<file path="config.mk">
export PLATFORM = sky130hd
export DESIGN_NAME = bcd_conv_flat
export DESIGN_NICKNAME = d
export VERILOG_FILES = /design/src/rtl/rpm_pkg.sv /design/src/rtl/bcd_conv_if.sv /design/src/rtl/bcd_digit_adj.sv /design/src/rtl/bcd_conv.sv /design/src/flat_wrapper.sv
export SDC_FILE = /design/constraint.sdc
export NUM_CORES = 1
export LEC_CHECK = 0
export CAP_MARGIN = 15
export CORE_MARGIN = 5
export CORE_UTILIZATION = 57
export DETAILED_ROUTE_END_ITERATION = 6
export PLACE_DENSITY_LB_ADDON = 0.3
export SLEW_MARGIN = 40
export SYNTH_ARGS = -nofsm -noshare
export SYNTH_HDL_FRONTEND = slang
export SYNTH_SLANG_ARGS = --single-unit
</file>
<file path="constraint.sdc">
create_clock -name clk -period 3.65 [get_ports clk]
set_input_delay 0.73 -clock clk [delete_from_list [all_inputs] [get_ports clk]]
set_output_delay 0.73 -clock clk [all_outputs]
set_load 0.02 [all_outputs]
</file>
<file path="src/rtl/rpm_pkg.sv">
// Shared definitions for the RPM display path: default widths, converter
// state encoding and elaboration-time helpers for the BCD converter.
package rpm_pkg;

  localparam int RPM_WIDTH = 16;

  typedef enum logic [1:0] {
    IDLE  = 2'd0,
    SHIFT = 2'd1,
    DONE  = 2'd2
  } conv_state_t;

  // 10^n as a 64-bit constant; DIGITS tops out at 10, so this never overflows.
  function automatic logic [63:0] pow10(input int n);
    logic [63:0] r;
    r = 64'd1;
    for (int i = 0; i < n; i++) begin
      r = r * 64'd10;
    end
    return r;
  endfunction

  function automatic bit params_legal(input int bin_width, input int digits);
    return (bin_width >= 4) && (bin_width <= 32) && (digits >= 1) && (digits <= 10);
  endfunction

endpackage

</file>
<file path="src/rtl/bcd_conv_if.sv">
// Handshake and result bundle between the RPM computation, the BCD converter
// and the 7-segment digit drivers.
interface bcd_conv_if
  import rpm_pkg::*;
#(
  parameter int BIN_WIDTH = RPM_WIDTH,
  parameter int DIGITS    = 4
) ();

  logic                  in_valid;
  logic                  in_ready;
  logic [BIN_WIDTH-1:0]  in_bin;
  logic                  out_valid;
  logic [4*DIGITS-1:0]   out_digits;
  logic [DIGITS-1:0]     out_blank;
  logic                  out_ovf;

  modport master (
    output in_valid,
    output in_bin,
    input  in_ready,
    input  out_valid,
    input  out_digits,
    input  out_blank,
    input  out_ovf
  );

  modport slave (
    input  in_valid,
    input  in_bin,
    output in_ready,
    output out_valid,
    output out_digits,
    output out_blank,
    output out_ovf
  );

endinterface

</file>
<file path="src/rtl/bcd_digit_adj.sv">
// Shift-and-add-3 correction for one BCD digit: values 5..15 get +3 so the
// following left shift carries correctly into the next decimal digit.
module bcd_digit_adj (
  input  logic [3:0] digit,
  output logic [3:0] adjusted
);

  always_comb begin
    adjusted = digit;
    if (digit >= 4'd5) begin
      adjusted = digit + 4'd3;
    end
  end

endmodule

</file>
<file path="src/rtl/bcd_conv.sv">
// Sequential binary-to-BCD converter (shift-and-add-3) with leading-zero
// blanking mask and saturating overflow for the RPM display.
module bcd_conv
  import rpm_pkg::*;
#(
  parameter int BIN_WIDTH = RPM_WIDTH,
  parameter int DIGITS    = 4
) (
  input logic       clk,
  input logic       rst,
  bcd_conv_if.slave bus
);

  localparam int SRW   = 4 * DIGITS + BIN_WIDTH;
  localparam int CNT_W = $clog2(BIN_WIDTH + 1);
  localparam logic [CNT_W-1:0] LAST_SHIFT = CNT_W'(BIN_WIDTH - 1);
  localparam logic [63:0] MAX_VAL = pow10(DIGITS) - 64'd1;
  // When every BIN_WIDTH-bit value fits in DIGITS digits, overflow can never occur.
  localparam bit HAS_OVF = (pow10(DIGITS) <= (64'd1 << BIN_WIDTH));
  localparam logic [DIGITS-1:0] BLANK_RST = ~DIGITS'(1);
  localparam bit PARAMS_OK = params_legal(BIN_WIDTH, DIGITS);

  conv_state_t state, state_next;

  logic                 ready;
  logic                 load;
  logic                 shift_en;
  logic                 finish;
  logic                 ovf_in;
  logic                 ovf_flag;
  logic [CNT_W-1:0]     cnt;
  logic [SRW-1:0]       sr;
  logic [SRW-1:0]       shift_in;
  logic [4*DIGITS-1:0]  scratch_adj;
  logic [4*DIGITS-1:0]  digits_next;
  logic [DIGITS-1:0]    blank_next;
  logic                 zeros_above;

  logic [4*DIGITS-1:0]  digits_q;
  logic [DIGITS-1:0]    blank_q;
  logic                 ovf_q;
  logic                 valid_q;

  always_ff @(posedge clk) begin
    assert (PARAMS_OK) else $error("bcd_conv: BIN_WIDTH must be 4..32 and DIGITS 1..10");
  end

  always_ff @(posedge clk) begin
    if (rst) begin
      state <= IDLE;
    end else begin
      state <= state_next;
    end
  end

  // in_ready depends only on state and rst so upstream never sees a loop through in_valid.
  always_comb begin
    state_next = state;
    ready      = 1'b0;
    load       = 1'b0;
    shift_en   = 1'b0;
    finish     = 1'b0;
    case (state)
      IDLE: begin
        ready = ~rst;
        if (bus.in_valid && !rst) begin
          load       = 1'b1;
          state_next = SHIFT;
        end
      end
      SHIFT: begin
        shift_en = 1'b1;
        if (cnt == LAST_SHIFT) begin
          state_next = DONE;
        end
      end
      DONE: begin
        finish     = 1'b1;
        state_next = IDLE;
      end
      default: begin
        state_next = IDLE;
      end
    endcase
  end

  assign bus.in_ready = ready;

  for (genvar g = 0; g < DIGITS; g++) begin : g_adj
    bcd_digit_adj u_adj (
      .digit    (sr[BIN_WIDTH + 4*g +: 4]),
      .adjusted (scratch_adj[4*g +: 4])
    );
  end

  assign ovf_in      = HAS_OVF && (64'(bus.in_bin) > MAX_VAL);
  assign shift_in    = {scratch_adj, sr[BIN_WIDTH-1:0]};
  assign digits_next = ovf_flag ? {DIGITS{4'h9}} : sr[SRW-1:BIN_WIDTH];

  // Walk from the most significant digit down; a digit blanks only while all above it are zero.
  always_comb begin
    blank_next  = '0;
    zeros_above = 1'b1;
    for (int i = DIGITS - 1; i >= 1; i--) begin
      zeros_above   = zeros_above && (digits_next[4*i +: 4] == 4'd0);
      blank_next[i] = zeros_above;
    end
  end

  always_ff @(posedge clk) begin
    if (rst) begin
      sr       <= '0;
      cnt      <= '0;
      ovf_flag <= 1'b0;
      digits_q <= '0;
      blank_q  <= BLANK_RST;
      ovf_q    <= 1'b0;
      valid_q  <= 1'b0;
    end else begin
      valid_q <= 1'b0;
      if (load) begin
        sr       <= SRW'(bus.in_bin);
        cnt      <= '0;
        ovf_flag <= ovf_in;
      end
      if (shift_en) begin
        sr  <= shift_in << 1;
        cnt <= cnt + CNT_W'(1);
      end
      if (finish) begin
        digits_q <= digits_next;
        blank_q  <= blank_next;
        ovf_q    <= ovf_flag;
        valid_q  <= 1'b1;
      end
    end
  end

  assign bus.out_digits = digits_q;
  assign bus.out_blank  = blank_q;
  assign bus.out_ovf    = ovf_q;
  assign bus.out_valid  = valid_q;

endmodule

</file>
<file path="src/flat_wrapper.sv">
// flat-port wrapper written by rule: the top's interface ports become plain ports
module bcd_conv_flat import rpm_pkg::*;
#(
  parameter int BIN_WIDTH = RPM_WIDTH,
  parameter int DIGITS    = 4
)
  (clk, rst, bus_in_valid, bus_in_bin, bus_in_ready, bus_out_valid, bus_out_digits, bus_out_blank, bus_out_ovf);
  bcd_conv_if #(.BIN_WIDTH(BIN_WIDTH), .DIGITS(DIGITS)) bus_i ();
  input logic clk;
  input logic rst;
  input wire logic [$bits(bus_i.in_valid)-1:0] bus_in_valid;
  input wire logic [$bits(bus_i.in_bin)-1:0] bus_in_bin;
  output wire logic [$bits(bus_i.in_ready)-1:0] bus_in_ready;
  output wire logic [$bits(bus_i.out_valid)-1:0] bus_out_valid;
  output wire logic [$bits(bus_i.out_digits)-1:0] bus_out_digits;
  output wire logic [$bits(bus_i.out_blank)-1:0] bus_out_blank;
  output wire logic [$bits(bus_i.out_ovf)-1:0] bus_out_ovf;
  assign bus_i.in_valid = bus_in_valid;
  assign bus_i.in_bin = bus_in_bin;
  assign bus_in_ready = bus_i.in_ready;
  assign bus_out_valid = bus_i.out_valid;
  assign bus_out_digits = bus_i.out_digits;
  assign bus_out_blank = bus_i.out_blank;
  assign bus_out_ovf = bus_i.out_ovf;
  bcd_conv #(.BIN_WIDTH(BIN_WIDTH), .DIGITS(DIGITS)) u_core (.clk(clk), .rst(rst), .bus(bus_i));
endmodule
</file>
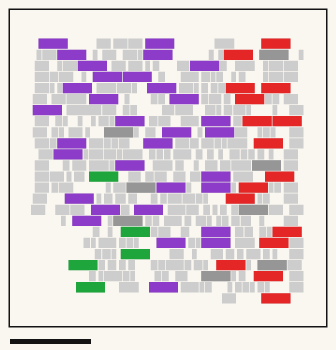
Fig. 1. Sequential cells coloured by netlist name.
Scale bar: 20 um.
- green: u_core.cnt (sequential cells 5)
- red: u_core.bus.out_digits (sequential cells 16)
- purple: u_core.sr (sequential cells 32)
sequential group power: 0.695 mW
Finished Core Util: 72.3%
area taken by flip-flops and latches: 1220 um^2
flop share of the area: 38.5%

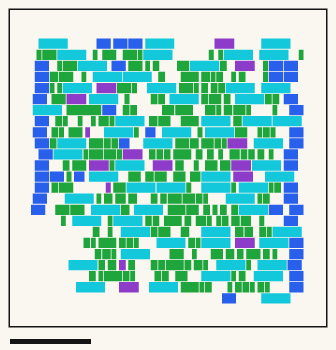
Fig. 2. Cells coloured by class.
Scale bar: 20 um.
- cyan: registers (cells 61; share of their area 39%)
- blue: remaining buffers and delay cells (cells 43; share of their area 14%)
- green: remaining logic cells (cells 212; share of their area 41%)
- purple: clock drivers and dummy loads (cells 15; share of their area 5.7%)
core area: 4380 um^2
cell area after layout: 3170 um^2
Cell Rows: 24

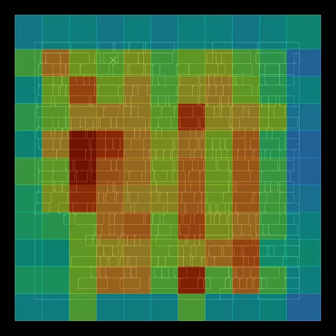
Fig. 3. Routing congestion map.
met3 Resource Use GR: 4.75%
met1 Use GR: 22.4%
met2 GRT Util: 31.6%

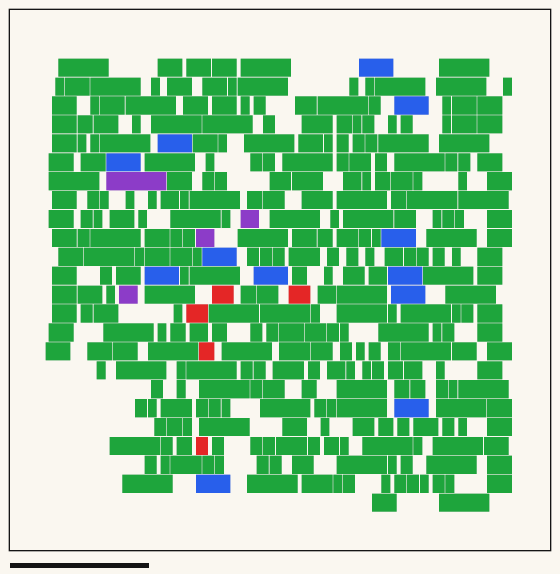
Fig. 4. Cell sizes after repair.
Scale bar: 20 um.
- purple: x3 and x4 (cells 4)
- red: x2 (cells 5)
- green: x1 and smaller (cells 310)
- blue: x6 and larger (cells 12)

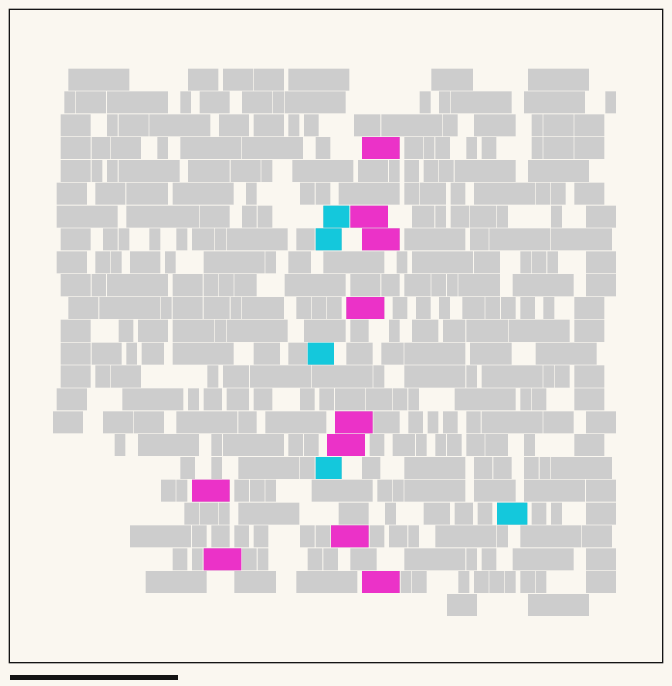
Fig. 5. Selected gate families.
Scale bar: 20 um.
- cyan: non-inverting ao/oa cells (cells 5; most used a22o_1; where centre)
- magenta: fa/ha/maj cells (cells 10; most used ha_1)

==> impl_metrics.env <==
# yosys + openroad results
export IMPL_comb_area_share_pct=37.5
export IMPL_yosysWarnings=0
export IMPL_cp_data_arrival_time_ns=2.14
export IMPL_cp_start_kind="input port"
export IMPL_ys_sh_mux_pct=1.53
export IMPL_n_fill_cell=355
export IMPL_maxCapViolations=0
export IMPL_grt_use_total_pct=19.1
export IMPL_drc=2
export IMPL_report_final_slew_viol_count=0
export IMPL_cts_buffers=9
export IMPL_ff_type="dfxtp_1"
export IMPL_status="finished, violations left"
export IMPL_ios=42
export IMPL_fa_ha_area_share_pct=4.80
export IMPL_cp_required_ns=2.92
export IMPL_synth_area_per_cell_um2=8.93
export IMPL_grt_setup_unrepaired="false"
export IMPL_synth_cell_types=37
export IMPL_violations="DRC"
export IMPL_cts_max_path_buffers=2
export IMPL_tightest_slew_ns=0.831
## power by group
group | leakage [nW] | internal (mW) | total, mW | switching (mW)
Clock | 0.0926 | 0.298 | 0.535 | 0.237
Sequential | 0.495 | 0.681 | 0.695 | 0.0145
Combinational | 0.696 | 0.0379 | 0.0861 | 0.0482
Total | 1.28 | 1.02 | 1.32 | 0.300
## state kept, by name (all words and copies together), names as in the netlist
register	cells
u_core.cnt	5
u_core.ovf_flag	1
u_core.bus.out_digits	16
u_core.sr	32
u_core.bus.out_ovf	1
u_core.bus.out_valid	1
u_core.bus.out_blank	3
u_core.state	2
## worst paths after layout
| kind | startpoint | to | slack [ns] | depth (start not counted) |
|---|---|---|---|---|
| setup / recovery | rst | bus_in_ready | 0.78 | 3 |
| hold reg to reg | u_core.sr[15] | u_core.sr[16] | 0.46 | 2 |
| setup reg to reg | u_core.state[0] | u_core.sr[14] | 1.53 | 5 |
| hold / removal | u_core.sr[15] | u_core.sr[16] | 0.46 | 2 |
## layer usage
| layer | part of all wire [%] | wire length (um) | track usage (%) |
|---|---|---|---|
| met1 | 44 | 2520 | 22.4 |
| met2 | 47 | 2670 | 31.6 |
| met3 | 7.3 | 416 | 4.75 |
| met4 | 2.2 | 126 | 10.8 |
| met5 | 0 | 0 | 0 |
## cells in the mapped netlist (2+ instances only)
| cell | n | area, um^2 |
|---|---|---|
| xnor2_1 | 4 | 35.0 |
| a22o_1 | 4 | 35.0 |
| nand3_1 | 8 | 40.0 |
| a21oi_1 | 25 | 125 |
| buf_2 | 9 | 45.0 |
| dfxtp_1 | 61 | 1220 |
| mux2i_1 | 4 | 40.0 |
| o21ai_0 | 6 | 30.0 |
| a311oi_1 | 3 | 26.3 |
| nor4_1 | 2 | 12.5 |
| and3_1 | 6 | 37.5 |
| clkbuf_1 | 4 | 15.0 |
| nor2_1 | 27 | 101 |
| o31ai_1 | 4 | 30.0 |
| o21ai_1 | 9 | 45.0 |
| ha_1 | 10 | 125 |
| a211oi_1 | 2 | 15.0 |
| buf_6 | 3 | 33.8 |
| nor3_1 | 21 | 105 |
| xor2_1 | 3 | 26.3 |
| nand2b_1 | 7 | 43.8 |
| nor2b_1 | 3 | 18.8 |
| buf_4 | 2 | 15.0 |
| inv_1 | 25 | 93.8 |
| a222oi_1 | 15 | 150 |
| nand2_1 | 14 | 52.6 |
## kinds of logic after synthesis
group | count (synthesis)
AOI/OAI and AO/OA | 72
xor gates and xnor gates | 7
adders and majority gates | 10
buffers and inverters | 44
DFF | 61
muxes | 4
other | 1
and+or+nand+nor | 93
## worst max-delay path: stages
cell	delay, ns
clkdlybuf4s50_1	0.42
nor3_1	0.29
clkdlybuf4s50_1	0.69
## per-stage QoR
step	std cells	worst slack, ns	hold slack (ns)
after floorplan	292	1.48	0.431
after global placement	368	0.865	0.441
after detailed placement	368	0.804	0.446
after CTS	383	0.789	0.456
after global routing	383	0.760	0.490
final	383	0.784	0.457
Power figures rest on the tool's default switching activity, not on a simulated workload.
